`src/rtl/sym_tally.sv`:
```
// Symbol tally for the symbol-counting game: latches symbols for display, counts specials
// and presses, scores presses against a reaction window and publishes the round result.
module sym_tally #(
    parameter int unsigned WINDOW    = 50_000_000,
    parameter int unsigned CNT_W     = 8,
    parameter logic [7:0]  BLANK_SYM = 8'hFF
) (
    input  logic             Clk100M,
    input  logic             Rst,
    input  logic             genSym,
    input  logic             generated,
    input  logic             special,
    input  logic [7:0]       generatedSym,
    input  logic             btnPress,
    output logic [7:0]       dispSym,
    output logic [CNT_W-1:0] specialCnt,
    output logic [CNT_W-1:0] pressCnt,
    output logic [CNT_W-1:0] hitCnt,
    output logic [CNT_W-1:0] falseCnt,
    output logic             roundDone,
    output logic             win
);

    localparam int unsigned      TMR_W    = $clog2(WINDOW + 1);
    localparam logic [TMR_W-1:0] WIN_LOAD = TMR_W'(WINDOW);

    typedef enum logic [1:0] {
        IDLE,
        PLAY,
        SCORE,
        DONE
    } state_e;

    state_e             state_q, state_d;
    logic               gen_prev_q;
    logic               gen_rise;
    logic [7:0]         disp_q, disp_d;
    logic [CNT_W-1:0]   special_q, special_d;
    logic [CNT_W-1:0]   press_q, press_d;
    logic [CNT_W-1:0]   hit_q, hit_d;
    logic [CNT_W-1:0]   false_q, false_d;
    logic [TMR_W-1:0]   timer_q, timer_d;
    logic               round_done_q, round_done_d;
    logic               win_q, win_d;
    logic               win_open;

    function automatic logic [CNT_W-1:0] sat_inc(input logic [CNT_W-1:0] v);
        return (&v) ? v : v + CNT_W'(1);
    endfunction

    assign gen_rise = genSym && !gen_prev_q;
    // The window is open exactly while the countdown is non-zero.
    assign win_open = (timer_q != '0);

    // NOTE: every variable assigned in always_comb gets a default first, so no path
    // leaves it unassigned and no latch is inferred.
    always_comb begin
        state_d      = state_q;
        disp_d       = disp_q;
        special_d    = special_q;
        press_d      = press_q;
        hit_d        = hit_q;
        false_d      = false_q;
        timer_d      = timer_q;
        round_done_d = round_done_q;
        win_d        = win_q;

        unique case (state_q)
            IDLE, DONE: begin
                if (state_q == DONE) begin
                    timer_d = '0;
                end
                if (gen_rise) begin
                    state_d      = PLAY;
                    disp_d       = BLANK_SYM;
                    special_d    = '0;
                    press_d      = '0;
                    hit_d        = '0;
                    false_d      = '0;
                    timer_d      = '0;
                    round_done_d = 1'b0;
                    win_d        = 1'b0;
                end
            end

            PLAY: begin
                if (!genSym) begin
                    state_d = SCORE;
                    timer_d = '0;
                end else begin
                    // Presses are judged against the window as it stood before this cycle.
                    if (btnPress) begin
                        press_d = sat_inc(press_q);
                        if (win_open) begin
                            hit_d   = sat_inc(hit_q);
                            timer_d = '0;
                        end else begin
                            false_d = sat_inc(false_q);
                        end
                    end else if (win_open) begin
                        timer_d = timer_q - TMR_W'(1);
                    end

                    if (generated) begin
                        disp_d = generatedSym;
                        if (special) begin
                            special_d = sat_inc(special_q);
                            timer_d   = WIN_LOAD;
                        end
                    end
                end
            end

            SCORE: begin
                state_d      = DONE;
                round_done_d = 1'b1;
                win_d        = (hit_q == special_q) && (false_q == '0);
            end

            default: state_d = IDLE;
        endcase
    end

    // NOTE: sequential state uses non-blocking assignments so every register samples
    // the pre-edge values regardless of statement order.
    always_ff @(posedge Clk100M) begin
        if (Rst) begin
            state_q      <= IDLE;
            gen_prev_q   <= 1'b1;  // genSym already high out of reset is not a rising edge
            disp_q       <= BLANK_SYM;
            special_q    <= '0;
            press_q      <= '0;
            hit_q        <= '0;
            false_q      <= '0;
            timer_q      <= '0;
            round_done_q <= 1'b0;
            win_q        <= 1'b0;
        end else begin
            state_q      <= state_d;
            gen_prev_q   <= genSym;
            disp_q       <= disp_d;
            special_q    <= special_d;
            press_q      <= press_d;
            hit_q        <= hit_d;
            false_q      <= false_d;
            timer_q      <= timer_d;
            round_done_q <= round_done_d;
            win_q        <= win_d;
        end
    end

    assign dispSym    = disp_q;
    assign specialCnt = special_q;
    assign pressCnt   = press_q;
    assign hitCnt     = hit_q;
    assign falseCnt   = false_q;
    assign roundDone  = round_done_q;
    assign win        = win_q;

endmodule
```
`config.mk`:
```
export PLATFORM = sky130hd
export DESIGN_NAME = sym_tally
export DESIGN_NICKNAME = d
export VERILOG_FILES = /design/src/rtl/sym_tally.sv
export SDC_FILE = /design/constraint.sdc
export NUM_CORES = 1
export LEC_CHECK = 0
export CAP_MARGIN = 20
export CORE_MARGIN = 10
export CORE_UTILIZATION = 57
export CTS_BUF_LIST = sky130_fd_sc_hd__clkbuf_4 sky130_fd_sc_hd__clkbuf_8
export CTS_CLUSTER_SIZE = 10
export DETAILED_ROUTE_END_ITERATION = 7
export GPL_TIMING_DRIVEN = 0
export PLACE_DENSITY_LB_ADDON = 0.1
export SLEW_MARGIN = 20
export SYNTH_ARGS = -nofsm -noshare
export SYNTH_HDL_FRONTEND = slang
export SYNTH_SLANG_ARGS = --single-unit
```
`constraint.sdc`:
```
create_clock -name Clk100M -period 6.1 [get_ports Clk100M]
set_input_delay 0.915 -clock Clk100M [delete_from_list [all_inputs] [get_ports Clk100M]]
set_output_delay 0.915 -clock Clk100M [all_outputs]
set_load 0.05 [all_outputs]
```
Run 1, met4 routing:
Scale: 4 px per um. Supply wires on this layer in grey.
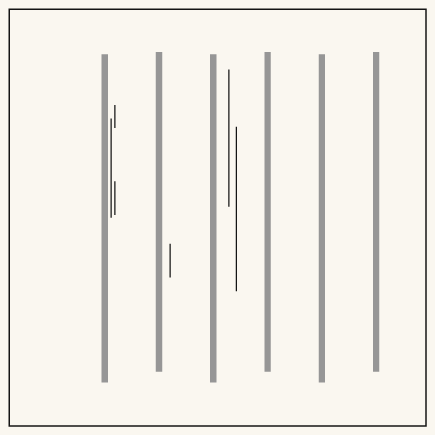
main direction: vertical
longest straight run: 40.8 um
wire length on this layer: 121 um

Run 1, congestion heat map:
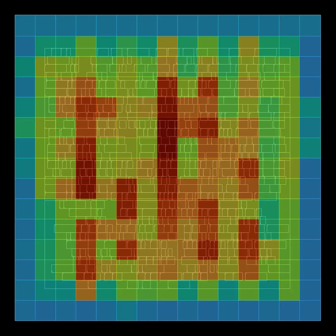
share of the core filled with cells: 72.0%
routed wire length per instance: 17.7 um
global-route usage over all layers: 20.3%
GR Layer Usage met2: 32.1%

Run 1, wiring heat map:
Scale: 4 px per um. The die is cut into 21 by 21 equal tiles; white is low, dark blue is high, scaled to the fullest tile. Values are wire area over tile area, all layers added.
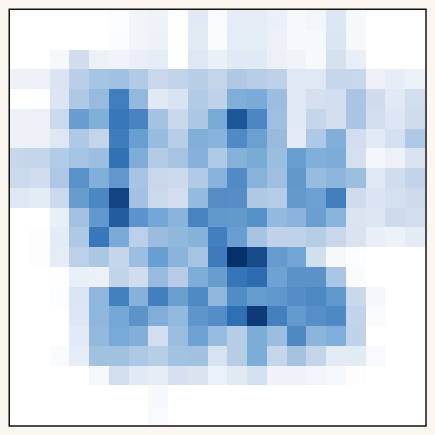
nearly empty tiles: 25%
tiles over half the peak: 16%
fullest tile: 0.71

==> changes_impl.md, run 1 <==
## Implementation

- Result of the run: finished clean
- Maximum number of pins on one net before global-route repair: 12
- Synth Instances: 478
- Number of inserted filler cells in the final layout: 556
- Total count of max-transition violations in the final report: 0
- Syn_area_per_cell: 8.37 um^2
- Number of remaining DRC errors: 0
- Cts repair resizes: 0
- Source-to-sink clock delay at the later pin of the worst-skew pair: 0.35 ns
- CP max FO: 10
- Worst Hold Slack: 0.484 ns
- Top-level I/O count: 56
- Tightest slew margin relative to the limit: 41.7%
- Commonest flop: dfxtp_1
- Count of nets after finishing: 569
- Fraction of final layout cells sized beyond drive strength 1: 8.38%
- Number of warnings reported in the yosys synthesis log: 0
- CP startpoint kind: input port
- Number of nets produced by synthesis: 503
- Per-cell via count in the routed design: 6.26
- Number of clock buffers inserted by TritonCTS: 9
- First-iteration detailed-routing DRC count: 334
- Final setup viols: 0
- Worst hold path class: flip-flop to flip-flop
- Die H: 104 um
- DR pass1 iterations: 5
- Cell Rows: 30
- Ys cells: 478
- Overall overflow remaining after global route: 0
- RSZ-0062 raised after global routing: false
- Tool warnings: 30
- Post-route standard cell area excluding fillers: 4890 um^2
- Combinational cell area excluding buffers and inverters: 2390 um^2
- Min Clock Period, post-route: 3.27 ns
- Estimated wirelength of the detail-placed design: 8200 um
- Transition time at the pin with the least slew margin: 0.868 ns
- Clock tree sinks: 71
- Worst setup slack before clock tree synthesis: 2.53 ns
- CTS Hold Bufs: 0
- Buffers on Ports: 55
- Count of flip-flops with a built-in enable after synthesis: 0
- Top cell family by delay on the critical path: AND-OR/OR-AND gates
- CTS tree: done
- Die W: 104 um
- Final Hold Violating Endpoints: 0
- Synth flops: 71
- DRT antenna net count: 0
- Worst-case clock skew: 0.00862 ns
- Area of the core: 6790 um^2
- Total power density per cell area: 533 nW/um^2
- Arrival time of data at the critical path endpoint: 3.54 ns
- Antenna violations before repair: 0
- N_diodes: 0
- Required @ worst endpoint: 6.37 ns
- Final wirelength: 11400 um
- Largest incremental delay on the critical path: 0.58 ns
- Most common library cell in the layout ignoring fill and taps: dfxtp_1
- Number of distinct library cells after synthesis: 66
- Share of the cycle needed by the critical path after routing: 53.6%
- Area after DPL: 4670 um^2
- Register area: 1420 um^2
- Number of buffer and inverter stages on the critical path: 2
- Effective utilization at floorplan: 58.9%
- Sort of element at the end of the critical path: flip-flop
- Total Neg Setup Slack: 0 ns
- CTS Buffer Depth: 2
- Static power due to leakage: 1.73 nW
- Overall power: 0.00260 W
- Post CTS Setup Buffer Count: 0
- Layout overhead on the synthesized area: 22.2%
- Final weighted congestion in routability-driven placement: 0.918
- Sequential element share of the synthesized area: 35.5%
- Number of global-route vias before repair: 3823
- Netlist area before placement: 4000 um^2
- Most common logic cells in the final layout: dfxtp_1 (71), clkdlybuf4s50_1 (55), nor2_1 (40), nand2_1 (35), a21oi_1 (33)
- Clock root buffer: clkbuf_8
- Overall via count from detail_route: 4035
- Clock transition time at the flip-flop clock pins of the worst setup and hold paths: 0.08 ns
- Total number of H-tree levels: 3
- Wire length of the first global-routing pass: 18600 um
- Share of synthesized registers carrying an async set or reset: 0%
- Cells traversed along the worst timing path: clkdlybuf4s50_1 -> a21boi_0 -> nand3_1 -> a41o_1 -> clkbuf_1 -> or4_1 -> a21oi_1
- Worst vdd ir: 0.301 mV
- Chip Area: 10800 um^2
- Achievable frequency: 306 MHz
- Kind of critical path: input port to flip-flop
- Slowest CP cell: clkdlybuf4s50_1
- Summed standard-cell area reported by yosys: 4000 um^2
- Max-Cap Viols: 0
- Setup slack after layout: 2.83 ns
run 1: sequential cells by signal, indices dropped and copies added, names as in the netlist:
| name | count |
|---|---|
| gen_prev_q | 1 |
| dispSym | 8 |
| win | 1 |
| specialCnt | 8 |
| roundDone | 1 |
| timer_q | 26 |
| hitCnt | 8 |
| falseCnt | 8 |
| state_q | 2 |
| pressCnt | 8 |
run 1: cells by family after synthesis:
kind of cell               synth area share (%)
DFF                                        35.5
adders and majority gates                  3.44
AOI/OAI and AO/OA                          20.1
and+or+nand+nor                            29.8
xor gates and xnor gates                   3.94
buffers and inverters                      4.66
muxes                                      2.59
run 1: power by group:
part / leakage (nW) / internal [W] / total [W] / switching [W]
clock network: 0.115 / 0.000243 / 0.000417 / 0.000174
logic: 1.04 / 0.000516 / 0.00159 / 0.00108
registers: 0.575 / 0.000533 / 0.000595 / 0.0000616
run 1: synth_stat cells, types with 2 or more instances:
library cell	instances	area, um^2
o21a_1	2	15.0
or2_2	4	25.0
clkbuf_1	18	67.6
nand2_1	35	131
a41o_1	3	30.0
nand3b_1	4	30.0
nor3_1	11	55.1
or3b_2	2	17.5
a31oi_1	11	68.8
dfxtp_1	71	1420
nor4_2	2	25.0
ha_1	11	138
o41ai_1	2	17.5
o21ai_1	4	20.0
xnor2_1	18	158
o211ai_1	7	52.6
o21ai_0	10	50.1
nor3b_1	2	15.0
buf_1	3	11.3
and2_1	4	25.0
a21oi_1	33	165
nor2b_1	2	12.5
nor4_1	8	50.1
a21oi_2	5	43.8
a221o_1	8	80.1
nand3_1	22	110
nand4_1	10	62.6
or4_1	22	165
mux2_2	3	33.8
a41oi_1	3	26.3
or3_1	16	100
inv_1	16	60.1
nor2_1	40	150
o31ai_1	11	82.6
buf_2	4	20.0
nand4b_1	4	35.0
mux2i_1	7	70.1
a31o_2	2	17.5
nand2b_1	7	43.8
and3_1	5	31.3
run 1: layout make-up:
type,instances,area share (%)
clock inverter,4,1.43
buffer,27,2.58
inverter,16,1.23
multi-input combinational,364,49.0
tap,96,2.46
clock buffer,12,2.99
timing repair buffer,55,11.3
sequential,71,29.1
run 1: through the flow:
step / std cells / util [%]
after floorplan: 478 / -
after global placement: 629 / 68.8
after detailed placement: 629 / 68.8
after CTS: 645 / 72.0
after global routing: 645 / 72.0
final: 645 / 72.0
run 1: layer usage:
metal / up-vias / global-route usage (%) / wire length [um]
li1: 1929 / - / -
met1: 1898 / 25.6 / 5020
met2: 192 / 32.1 / 5340
met3: 16 / 6.75 / 965
met4: 0 / 5.77 / 121
met5: - / 0 / 0
run 1: final timing paths:
check	from	end	slack, ns	cells past startpoint
worst max-delay path	genSym	falseCnt[6]	2.83	7
worst min-delay path	win	win	0.48	2
worst max register to register	timer_q[14]	timer_q[0]	2.96	10
worst min register to register	win	win	0.48	2
run 1: tightest hold or removal path: stages (launching register included):
cell and delay, ns:
dfxtp_1 0.32, nand3_1 0.07, a21oi_1 0.05
Run 1, gate families picked out:
Scale: 6 px per um.
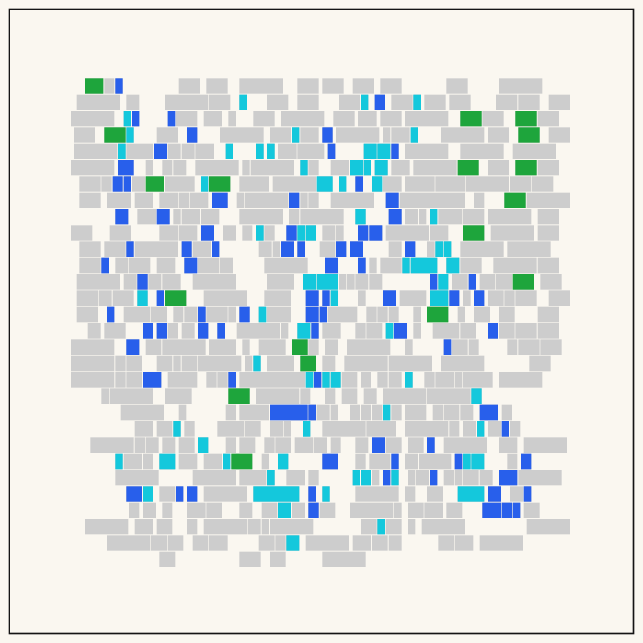

## Run 2: what changed since run 1
Clock period 6.1 ns to 3.05 ns, I/O delays scaled along.
Run 2, gate families picked out:
Scale: 6 px per um.
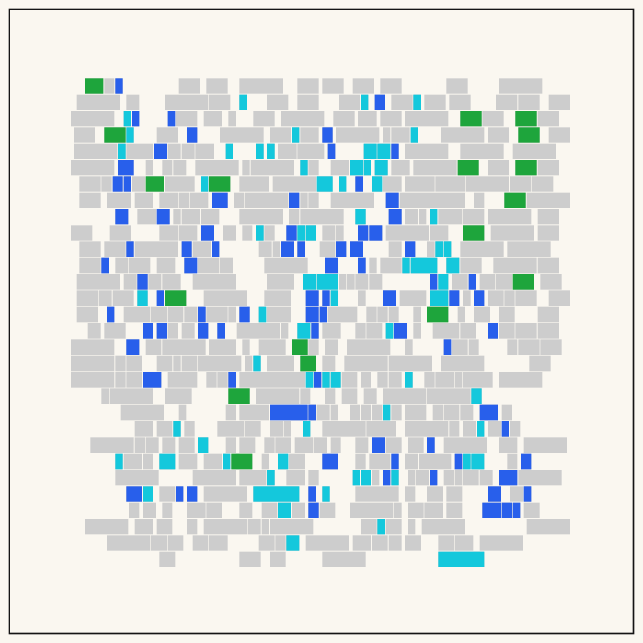
legend:
  cyan:
    family: nor cells
    cells: 68
    most_used: nor2_1
  green:
    family: non-inverting ao/oa cells
    cells: 18
    most_used: a221o_1
  blue:
    family: nand cells
    cells: 84
    most_used: nand2_1

Run 2, congestion heat map:
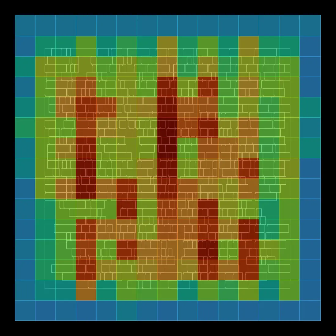
GRT met1 Usage: 25.2%
global-route usage over all layers: 20.4%
met3 Resource Use GR: 6.82%

==> changes_impl.md, run 2 <==
## Implementation

- Max-Cap Viols: 0 (unchanged)
- MUX share of area: 2.59% (unchanged)
- Fraction of final layout cells sized beyond drive strength 1: 9.06% (+0.68 points)
- Sort of element at the end of the critical path: flip-flop
- Wire length on met1: 4950 um (-1.3%)
- Setup slack after layout: 0.196 ns (-2.63 ns)
- Min Clock Period, post-route: 2.85 ns
- Final weighted congestion in routability-driven placement: 0.918 (unchanged)
- Worst hold path class: flip-flop to flip-flop
- Simple share: 29.8% (unchanged)
- Synthesized-area fraction occupied by xor and xnor cells: 3.94% (unchanged)
- Sequential element share of the synthesized area: 35.5% (unchanged)
- Total number of H-tree levels: 3 (unchanged)
- Net switching power of the design: 0.00265 W (+100%)
- DRT antenna net count: 0 (unchanged)
- Worst-case clock skew: 0.00732 ns (-0.00130 ns)
- Cell Rows: 30 (unchanged)
- Number of warnings reported in the yosys synthesis log: 0 (unchanged)
- Estimated wirelength of the detail-placed design: 8200 um (unchanged)
- Share of power burned in combinational logic: 62.0% (+0.9 points)
- Worst setup slack before clock tree synthesis: -0.0616 ns (-2.59 ns)
- Total power density per cell area: 1080 nW/um^2 (+100%)
- Flop pwr share: 22.4% (-0.4 points)
- Area share of the leading cell type in the synthesized netlist: 35.5% (unchanged)
- Number of placed instances with taps included: 629 (unchanged)
- Number of distinct library cells after synthesis: 66 (unchanged)
- Share of the cycle needed by the critical path after routing: 93.6%
- Netlist area before placement: 4000 um^2 (unchanged)
- Antenna violations before repair: 0 (unchanged)
- Commonest flop: dfxtp_1
- Count of nets after finishing: 572 (+0.53%)
- N_diodes: 0 (unchanged)
- Transition time at the pin with the least slew margin: 0.876 ns (+0.00794 ns)
- Worst vdd ir: 0.659 mV (+120%)
- Buffers on Ports: 55 (unchanged)
- Summed standard-cell area reported by yosys: 4000 um^2 (unchanged)
- CTS Hold Bufs: 0 (unchanged)
- Chip Area: 10800 um^2 (unchanged)
- CP startpoint kind: flip-flop
- Result of the run: finished clean
- Net switching share of the total power: 49.8% (-0.63 points)
- Number of stages on the worst hold path: 2 (unchanged)
- Highest metal used: met4
- Wire length on met3: 1020 um (+6.0%)
- Pint: 0.00267 W (+110%)
- Cell type with the largest total area after synthesis: dfxtp_1
- Top-level I/O count: 56 (unchanged)
- CTS tree: done
- Number of flip-flops in the largest register: 26 (unchanged)
- DR pass1 iterations: 5 (unchanged)
- Arrival time of data at the critical path endpoint: 3.09 ns (-0.45 ns)
- Final setup viols: 0 (unchanged)
- Die H: 104 um (unchanged)
- Clock tree sinks: 71 (unchanged)
- Number of global-route vias before repair: 3862 (+1.0%)
- Static power due to leakage: 1.76 nW (+1.3%)
- Yosys aoi share: 20.1% (unchanged)
- Required @ worst endpoint: 3.29 ns (-3.08 ns)
- Maximum number of pins on one net before global-route repair: 12 (unchanged)
- Clock network power share: 15.6% (-0.4 points)
- Count of flip-flops with a built-in enable after synthesis: 0 (unchanged)
- Per-cell via count in the routed design: 6.29 (+0.52%)
- Ys cells: 478 (unchanged)
==> run 2: cell types whose count changed in the layout (fill, tap and decap cells not counted) <==
cell      delta
a21boi_0     -1
a21boi_1     +1
buf_1        -1
buf_2        -1
buf_4        +3
clkbuf_2     +1
clkbuf_4     +1
nor4_2       -1
nor4_4       +1
==> run 2: worst paths after layout <==
path         startpoint           to  slack (ns)
min reg2reg         win          win        0.48
max          state_q[0]  falseCnt[5]        0.20
max reg2reg  state_q[0]  falseCnt[5]        0.20
min                 win          win        0.48
==> run 2: cell families after synthesis <==
group / count (synthesis)
multiplexers: 10
adder cells (fa/ha/maj): 11
AND/OR/NAND/NOR: 210
flip-flops: 71
AND-OR/OR-AND: 115
XOR/XNOR: 18
buffers and inverters: 43
==> run 2: metal layers <==
layer	up-vias	track usage (%)
met5	-	0
met2	198	32.7
met4	0	5.96
met1	1915	25.2
li1	1940	-
met3	22	6.82
==> run 2: layout make-up <==
cell class,count,area [um^2]
multi-input cells,364,2400
repair buffers,58,573
well taps,96,120
flip-flops and latches,71,1420
clock buffers,12,146
clock inverters,4,70.1
fillers,550,1870
plain buffers,27,130
inverters,16,60.1
==> run 2: repair_timing <==
action	4_1_cts	5_1_grt
setup endpoints to repair	1	12
endpoints found under the hold margin	0	0
resized	1	3
setup buffers	1	2
pin swaps	1	2
==> run 2: stage by stage <==
step	cell area (um^2)	setup TNS (ns)	utilization, %	total power [W]
global route	4920	0	72.5	0.00567
CTS	4910	0	72.2	0.00521
finish	4920	0	72.5	0.00532
detailed placement	4670	-0.104	68.8	0.00431
floorplan	4000	0	-	0.00347
global placement	4670	0	68.8	0.00423
==> run 2: power by group through the flow <==
stage	logic (W)	clock network, W	registers, W
floorplan	0.00210	0	0.00137
global placement	0.00303	0	0.00120
detailed placement	0.00310	0	0.00121
CTS	0.00319	0.000836	0.00119
global route	0.00359	0.000875	0.00121
finish	0.00330	0.000831	0.00119
==> run 2: worst max-delay path, cell delays in order (launching register included) <==
cell	delay [ns]
dfxtp_1	0.38
inv_1	0.07
ha_1	0.43
or2_2	0.15
buf_1	0.26
nand3_1	0.26
a41o_1	0.30
clkbuf_1	0.22
nor4_1	0.30
mux2_2	0.38
Power and IR drop assume default switching activity.
